File: config.mk
export PLATFORM = sky130hd
export DESIGN_NAME = ecc_point_seq
export DESIGN_NICKNAME = d
export VERILOG_FILES = /design/src/rtl/ecc_point_seq_pkg.sv /design/src/rtl/ecc_point_seq_uop_rom.sv /design/src/rtl/ecc_point_seq.sv
export SDC_FILE = /design/constraint.sdc
export NUM_CORES = 1
export LEC_CHECK = 0
export ABC_AREA = 1
export CAP_MARGIN = 30
export CORE_MARGIN = 2
export CORE_UTILIZATION = 50
export CTS_CLUSTER_SIZE = 14
export DETAILED_ROUTE_END_ITERATION = 16
export HOLD_SLACK_MARGIN = 0.12
export PLACE_DENSITY = 0.73
export SETUP_SLACK_MARGIN = 0.4
export SLEW_MARGIN = 20
export SYNTH_ARGS = -nofsm -noshare
export SYNTH_HDL_FRONTEND = slang
export SYNTH_HIERARCHICAL = 1
export SYNTH_SLANG_ARGS = --single-unit
File: constraint.sdc
create_clock -name i_clk -period 17.15 [get_ports i_clk]
set_input_delay 3.43 -clock i_clk [delete_from_list [all_inputs] [get_ports i_clk]]
set_output_delay 3.43 -clock i_clk [all_outputs]
set_load 0.02 [all_outputs]
File: src/rtl/ecc_point_seq_pkg.sv
// ecc_point_seq_pkg: GF opcodes, regfile indices, FSM states and micro-op format for the point sequencer.
package ecc_point_seq_pkg;
  typedef enum logic [1:0] {GF_ADD, GF_SUB, GF_MUL, GF_DIV} gf_op_e;
  typedef enum logic [3:0] {R_X1, R_Y1, R_X2, R_Y2, R_A, R_T0, R_T1, R_L, R_X3, R_Y3} reg_e;
  typedef enum logic [2:0] {S_IDLE, S_CHECK, S_ISSUE, S_WAIT, S_DONE} state_e;
  localparam int NREG = 10;
  typedef struct packed {
    logic   last;
    gf_op_e op;
    reg_e   dst;
    reg_e   src1;
    reg_e   src0;
  } uop_t;
  localparam int UOP_W = $bits(uop_t);
  function automatic uop_t mk(gf_op_e op, reg_e dst, reg_e s0, reg_e s1, logic last = 1'b0);
    return '{last, op, dst, s1, s0};
  endfunction
endpackage

File: src/rtl/ecc_point_seq_uop_rom.sv
// ecc_point_seq_uop_rom: micro-op programs; point add at 0-8, point double at 16-27.
module ecc_point_seq_uop_rom
  import ecc_point_seq_pkg::*;
(
  input  logic             dbl,
  input  logic [3:0]       pc,
  output logic [UOP_W-1:0] uop
);
  always_comb begin
    case ({dbl, pc})
      5'd0:    uop = mk(GF_SUB, R_T0, R_Y2, R_Y1);
      5'd1:    uop = mk(GF_SUB, R_T1, R_X2, R_X1);
      5'd2:    uop = mk(GF_DIV, R_L,  R_T0, R_T1);
      5'd3:    uop = mk(GF_MUL, R_T0, R_L,  R_L);
      5'd4:    uop = mk(GF_SUB, R_T0, R_T0, R_X1);
      5'd5:    uop = mk(GF_SUB, R_X3, R_T0, R_X2);
      5'd6:    uop = mk(GF_SUB, R_T0, R_X1, R_X3);
      5'd7:    uop = mk(GF_MUL, R_T0, R_L,  R_T0);
      5'd8:    uop = mk(GF_SUB, R_Y3, R_T0, R_Y1, 1'b1);
      5'd16:   uop = mk(GF_MUL, R_T0, R_X1, R_X1);
      5'd17:   uop = mk(GF_ADD, R_T1, R_T0, R_T0);
      5'd18:   uop = mk(GF_ADD, R_T0, R_T1, R_T0);
      5'd19:   uop = mk(GF_ADD, R_T0, R_T0, R_A);
      5'd20:   uop = mk(GF_ADD, R_T1, R_Y1, R_Y1);
      5'd21:   uop = mk(GF_DIV, R_L,  R_T0, R_T1);
      5'd22:   uop = mk(GF_MUL, R_T0, R_L,  R_L);
      5'd23:   uop = mk(GF_SUB, R_T0, R_T0, R_X1);
      5'd24:   uop = mk(GF_SUB, R_X3, R_T0, R_X1);
      5'd25:   uop = mk(GF_SUB, R_T0, R_X1, R_X3);
      5'd26:   uop = mk(GF_MUL, R_T0, R_L,  R_T0);
      5'd27:   uop = mk(GF_SUB, R_Y3, R_T0, R_Y1, 1'b1);
      default: uop = '0;
    endcase
  end
endmodule

File: src/rtl/ecc_point_seq.sv
// ecc_point_seq: affine EC point add/double sequencer driving an external GF(p) arithmetic unit.
module ecc_point_seq
  import ecc_point_seq_pkg::*;
#(
  parameter int SIZE    = 32,
  parameter int TIMEOUT = 1024
) (
  input  logic            i_clk,
  input  logic            i_rst,
  input  logic            i_start,
  input  logic            i_mode,
  input  logic [SIZE-1:0] i_x1,
  input  logic [SIZE-1:0] i_y1,
  input  logic [SIZE-1:0] i_x2,
  input  logic [SIZE-1:0] i_y2,
  input  logic [SIZE-1:0] i_a,
  input  logic [SIZE-1:0] i_prime,
  output logic [SIZE-1:0] o_gf_in0,
  output logic [SIZE-1:0] o_gf_in1,
  output logic [1:0]      o_gf_op,
  output logic            o_gf_go,
  input  logic [SIZE-1:0] i_gf_result,
  input  logic            i_gf_done,
  output logic [SIZE-1:0] o_x3,
  output logic [SIZE-1:0] o_y3,
  output logic            o_inf,
  output logic            o_err,
  output logic            o_busy,
  output logic            o_done
);
  localparam int WDW = $clog2(TIMEOUT + 1);
  state_e          state, next;
  logic [SIZE-1:0] rf [NREG];
  logic [3:0]      pc;
  logic            dbl, mode;
  logic [WDW-1:0]  wd;
  uop_t            uop;
  logic            timeout, inf_case;
  ecc_point_seq_uop_rom rom (.dbl(dbl), .pc(pc), .uop(uop));
  // Watchdog counts from the go cycle, so DONE lands exactly TIMEOUT cycles after go.
  assign timeout  = wd == WDW'(TIMEOUT - 1);
  assign inf_case = mode ? rf[R_Y1] == '0 : (rf[R_X1] == rf[R_X2] && rf[R_Y1] != rf[R_Y2]);
  assign o_x3     = rf[R_X3];
  assign o_y3     = rf[R_Y3];
  always_ff @(posedge i_clk or posedge i_rst) begin
    if (i_rst) state <= S_IDLE;
    else       state <= next;
  end
  always_comb begin
    next = state;
    case (state)
      S_IDLE:  next = i_start ? S_CHECK : S_IDLE;
      S_CHECK: next = inf_case ? S_DONE : S_ISSUE;
      S_ISSUE: next = S_WAIT;
      S_WAIT:  next = i_gf_done ? (uop.last ? S_DONE : S_ISSUE) : (timeout ? S_DONE : S_WAIT);
      default: next = S_IDLE;
    endcase
  end
  always_comb begin
    o_gf_go  = state == S_ISSUE;
    o_busy   = state != S_IDLE;
    o_done   = state == S_DONE;
    o_gf_in0 = rf[uop.src0];
    o_gf_in1 = rf[uop.src1];
    o_gf_op  = uop.op;
  end
  // Modulus is consumed by the GF unit directly; the sequencer never does modular math.
  always_ff @(posedge i_clk or posedge i_rst) begin
    if (i_rst) begin
      for (int i = 0; i < NREG; i++) rf[i] <= '0;
      pc    <= '0;
      dbl   <= 1'b0;
      mode  <= 1'b0;
      wd    <= '0;
      o_inf <= 1'b0;
      o_err <= 1'b0;
    end else begin
      case (state)
        S_IDLE: if (i_start) begin
          rf[R_X1] <= i_x1;
          rf[R_Y1] <= i_y1;
          rf[R_X2] <= i_x2;
          rf[R_Y2] <= i_y2;
          rf[R_A]  <= i_a;
          rf[R_T0] <= '0;
          rf[R_T1] <= '0;
          rf[R_L]  <= '0;
          rf[R_X3] <= '0;
          rf[R_Y3] <= '0;
          mode     <= i_mode;
          pc       <= '0;
          wd       <= '0;
          o_inf    <= 1'b0;
          o_err    <= 1'b0;
        end
        S_CHECK: begin
          dbl   <= mode | rf[R_X1] == rf[R_X2];
          o_inf <= inf_case;
          pc    <= '0;
        end
        S_ISSUE: wd <= wd + WDW'(1);
        S_WAIT: if (i_gf_done) begin
          rf[uop.dst] <= i_gf_result;
          pc          <= pc + 4'd1;
          wd          <= '0;
        end else if (timeout) begin
          o_err <= 1'b1;
          wd    <= '0;
        end else wd <= wd + WDW'(1);
        default: ;
      endcase
    end
  end
  logic unused_prime;
  assign unused_prime = ^i_prime;
endmodule
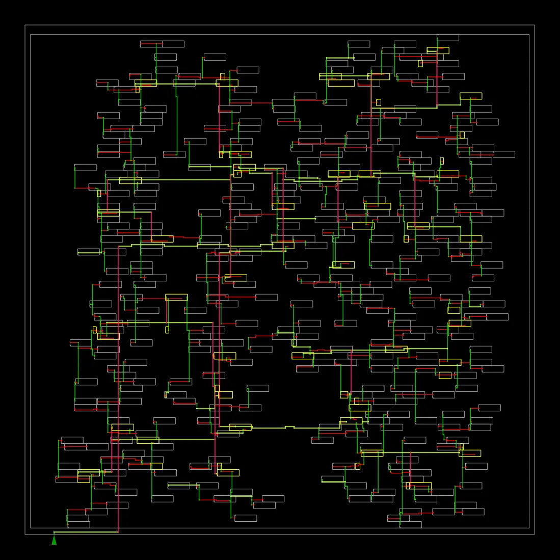
*Clock nets*
Clock Latency Late Sink: 0.57 ns
number of buffers added by the clock tree synthesis step: 38
power attributed to the clock group: 805 µW
Layout clock buffers: 50
flop count: 342

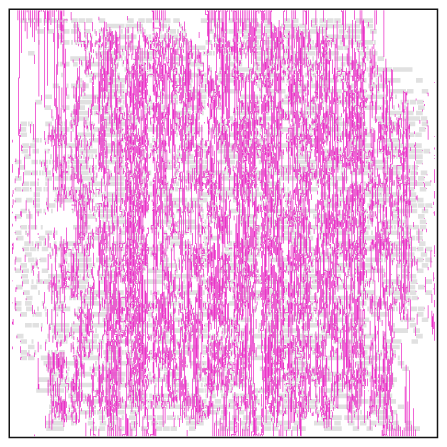
*The metal 2 layer*
(2 px per µm)
The layer holds 41% of the routed length. The longest straight run is 74.8 µm. 2713 nets have wire on it.
met2 Track Usage GR: 54.48%
via total after detailed routing: 24019
Routed Wire Length: 88.84 mm

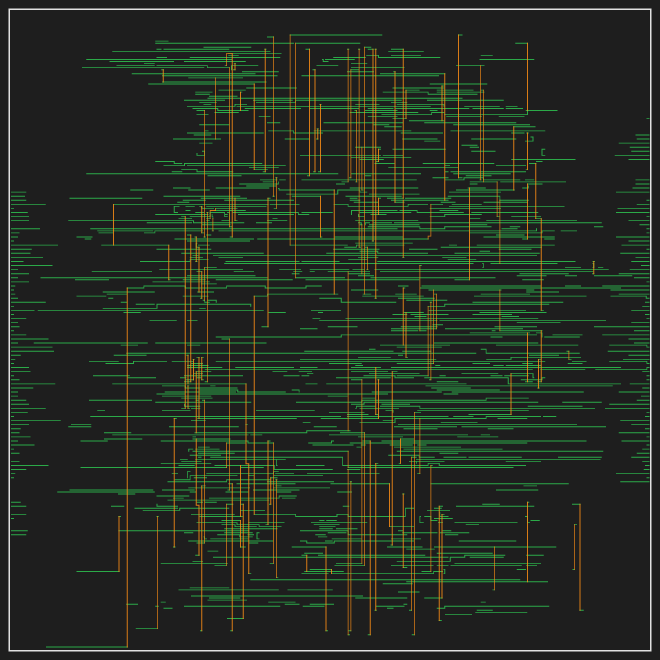
*Signal wires by layer*
(3 px per µm) Only two layers are drawn.
Key: M3 = green [wire length 13400 µm]; M4 = orange [wire length 3840 µm]

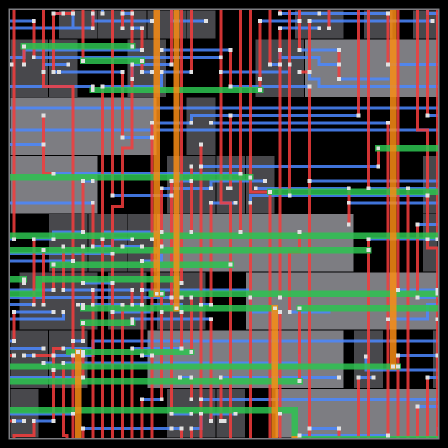
*Close-up of the layout*
Region (150, 150) to (170, 170) µm. Cells in grey, sequential cells in the stronger grey; small squares are vias.
Key: M4 = orange; M1 = blue; M2 = red; M3 = green
Sequential cells in the window: 6. Netlist names of flops here include rf (5), o_x3 (1). Most frequent: dfrtp_1 (6), inv_1 (5), o22ai_1 (5). 26 logic cells have their middle in the window.

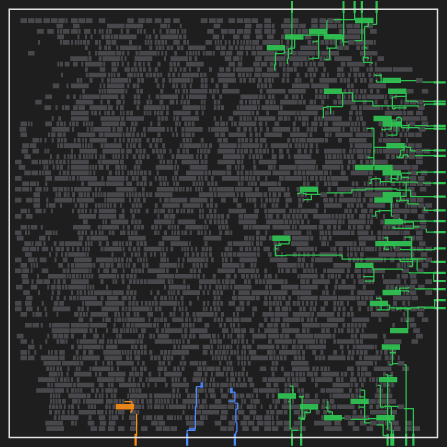
*Nets reached from selected ports*
(2 px per µm)
Key: o_y3 = green [direction output, edge 20 right, 7 bottom, 5 top, end cells 32, wire 1420 µm]; o_gf_op = blue [direction output, edge bottom, end cells 2, wire 64.2 µm]; o_inf = orange [direction output, edge bottom, end cells 1, wire 22.1 µm]

==> impl_table.tex <==
% Yosys + OpenROAD metrics
\begin{tabular}{lr}
\hline
Metric & Value \\
\hline
\multicolumn{2}{l}{\textbf{Synthesis}} \\
Ranking of synthesized cells by area & sky130\_fd\_sc\_hd\_\_dfrtp\_1 (39\%), sky130\_fd\_sc\_hd\_\_o21ai\_0 (12\%), sky130\_fd\_sc\_hd\_\_nand2\_1 (9.4\%) \\
Net Count, Synth & 3296 \\
Post-synth top area cell & sky130\_fd\_sc\_hd\_\_dfrtp\_1 \\
Top cell type by instance count after synthesis & sky130\_fd\_sc\_hd\_\_nand2\_1 \\
Register area share after synthesis & 39.05\% \\
Multiplexer fraction of the synthesized cell area & 0\% \\
Basic-gate share of the synthesized area counting and, or, nand and nor cells & 17.06\% \\
Chip Area, Yosys & 21920 µm² \\
Top FF cell, synth & sky130\_fd\_sc\_hd\_\_dfrtp\_1 \\
Total number of yosys warnings & 6 \\
Top cells by instance count after synthesis & sky130\_fd\_sc\_hd\_\_nand2\_1 (549), sky130\_fd\_sc\_hd\_\_o21ai\_0 (543), sky130\_fd\_sc\_hd\_\_dfrtp\_1 (342) \\
Share of async-settable or async-resettable flops after synthesis & 100.0\% \\
Post-synth cell types & 41 \\
Top cell area share & 39.05\% \\
Cells after Synth & 3058 \\
XOR Share, Synth & 1.119\% \\
EDFF count, synth & 0 \\
Register bit total from synthesis & 342 \\
Largest logic family & AND-OR/OR-AND gates \\
Compound-cell area share of the yosys netlist & 30.18\% \\
\multicolumn{2}{l}{\textbf{Worst setup path}} \\
Kind of end point of the critical path & primary output \\
Crit Path Class & register to primary output \\
Number of buffer and inverter stages on the critical path & 5 \\
Max incr delay on CP & 0.59 ns \\
Dominant delay contributor by cell family on the critical path & buffers and inverters \\
\multicolumn{2}{l}{\textbf{CTS}} \\
H-Tree Level Count & 2 \\
Clock Path Buffers & 3 \\
Hold buffer count at CTS & 0 \\
Post-CTS Resized & 0 \\
CTS tree & yes \\
\multicolumn{2}{l}{\textbf{Timing}} \\
Setup TNS Final & 0 ns \\
Final worst slack & 8.524 ns \\
Crit path time final & 8.626 ns \\
Number of setup violations in the final report & 0 \\
Actual slew at the worst max-slew pin & 3.886 ns \\
Unrepaired setup endpoints after global routing & false \\
Final-layout worst hold slack & 0.5034 ns \\
Fmax & 115.9 MHz \\
Number of max-slew violations in the final report & 24 \\
Post-layout period usage & 50.30\% \\
\multicolumn{2}{l}{\textbf{Power and ir drop}} \\
Ratio of total power to cell area & 226.2 nW/µm² \\
Worst vdd ir & 0.0001569 V \\
Fraction of power spent switching nets & 53.93\% \\
Seq. pwr & 1300 µW \\
Biggest consumer & combinational logic \\
Power share of the sequential group & 21.8\% \\
\multicolumn{2}{l}{\textbf{Cells and area}} \\
FF/Latch Area & 8558 µm² \\
Most common cell after layout, fill and taps aside & sky130\_fd\_sc\_hd\_\_nand2\_1 \\
Non-Filler Cell Area, Final & 26390 µm² \\
Gate Area & 10830 µm² \\
Flop share of the area & 32.43\% \\
Buffer count excluding the clock tree in the final layout & 378 \\
Clock Network Area Fraction & 4.471\% \\
Synthesis-to-layout area growth & 20.42\% \\
Top library cells by usage in the layout, fill and taps aside & sky130\_fd\_sc\_hd\_\_nand2\_1 (546), sky130\_fd\_sc\_hd\_\_o21ai\_0 (543), sky130\_fd\_sc\_hd\_\_dfrtp\_1 (342), sky130\_fd\_sc\_hd\_\_clkdlybuf4s50\_1 (331), sky130\_fd\_sc\_hd\_\_a21oi\_1 (302) \\
Biggest cell category by area in the final layout & multi-input combinational cells \\
\multicolumn{2}{l}{\textbf{Placement}} \\
Post-place instance area & 24980 µm² \\
Placed Cells incl. Taps & 3714 \\
Final GP Congestion & 1.035 \\
Detailed placer's ending HPWL & 59.83 mm \\
Port-buffer cells & 331 \\
\multicolumn{2}{l}{\textbf{Floorplanning}} \\
Top-Level Pins & 364 \\
Row count & 76 \\
Core Box Area & 43170 µm² \\
Tap cell instance count & 585 \\
Overall die area & 45520 µm² \\
Vertical extent of the die & 213.4 µm \\
\multicolumn{2}{l}{\textbf{Run status}} \\
Failing checks & slew limit \\
Run status & finished, violations left \\
\multicolumn{2}{l}{\textbf{Routing}} \\
Highest signal layer in the routed design & met4 \\
Routed wirelength normalized by instance count & 23.45 µm \\
Length of routed met2 wiring & 36.73 mm \\
Number of design-rule violations left by the first detailed-router iteration & 3535 \\
Final routed DRC violation total & 0 \\
Vias per cell & 6.339 \\
Routed metal-1 wire length & 34.88 mm \\
\multicolumn{2}{l}{\textbf{Global route}} \\
Global router's overall resource usage & 38.31\% \\
Met3 Use GR & 12.38\% \\
GR Layer Usage met1 & 53.95\% \\
Wire length of the first global-routing pass & 132.5 mm \\
Largest net degree at the start of global routing & 124 \\
Gr busiest metal & met2 \\
Vias in the first global route & 22118 \\
\multicolumn{2}{l}{\textbf{Run}} \\
Max capacitance violation total & 0 \\
\multicolumn{2}{l}{\textbf{Min path}} \\
Hold Path Class & register to register \\
\hline
\end{tabular}
==> worst paths after layout <==
path / from / end / slack [ns] / depth (start not counted)
worst max-delay path: pc[0] / o_gf_in1[4] / 8.52 / 14
worst min-delay path: o_err / o_err / 0.50 / 2
worst max register to register: pc[0] / rf[234] / 12.67 / 10
worst min register to register: o_err / o_err / 0.50 / 2
max in group asynchronous: i_rst / rf[80] / 12.09 / 6
min in group asynchronous: i_rst / o_x3[7] / 3.30 / 2
==> stage by stage <==
stage                     util (%)  power (µW)
after floorplan                  -        3549
after global placement       57.56        4798
after detailed placement     57.86        4928
after CTS                    60.60        5732
after global routing         61.13        6243
final                        61.13        5969
==> sequential cells by signal (all words and copies together) (netlist names) <==
signal	cells
o_y3	32
o_inf	1
rf	256
state	3
dbl	1
pc	4
wd	11
mode	1
o_err	1
o_x3	32
Power is estimated from default activity; no workload was simulated.
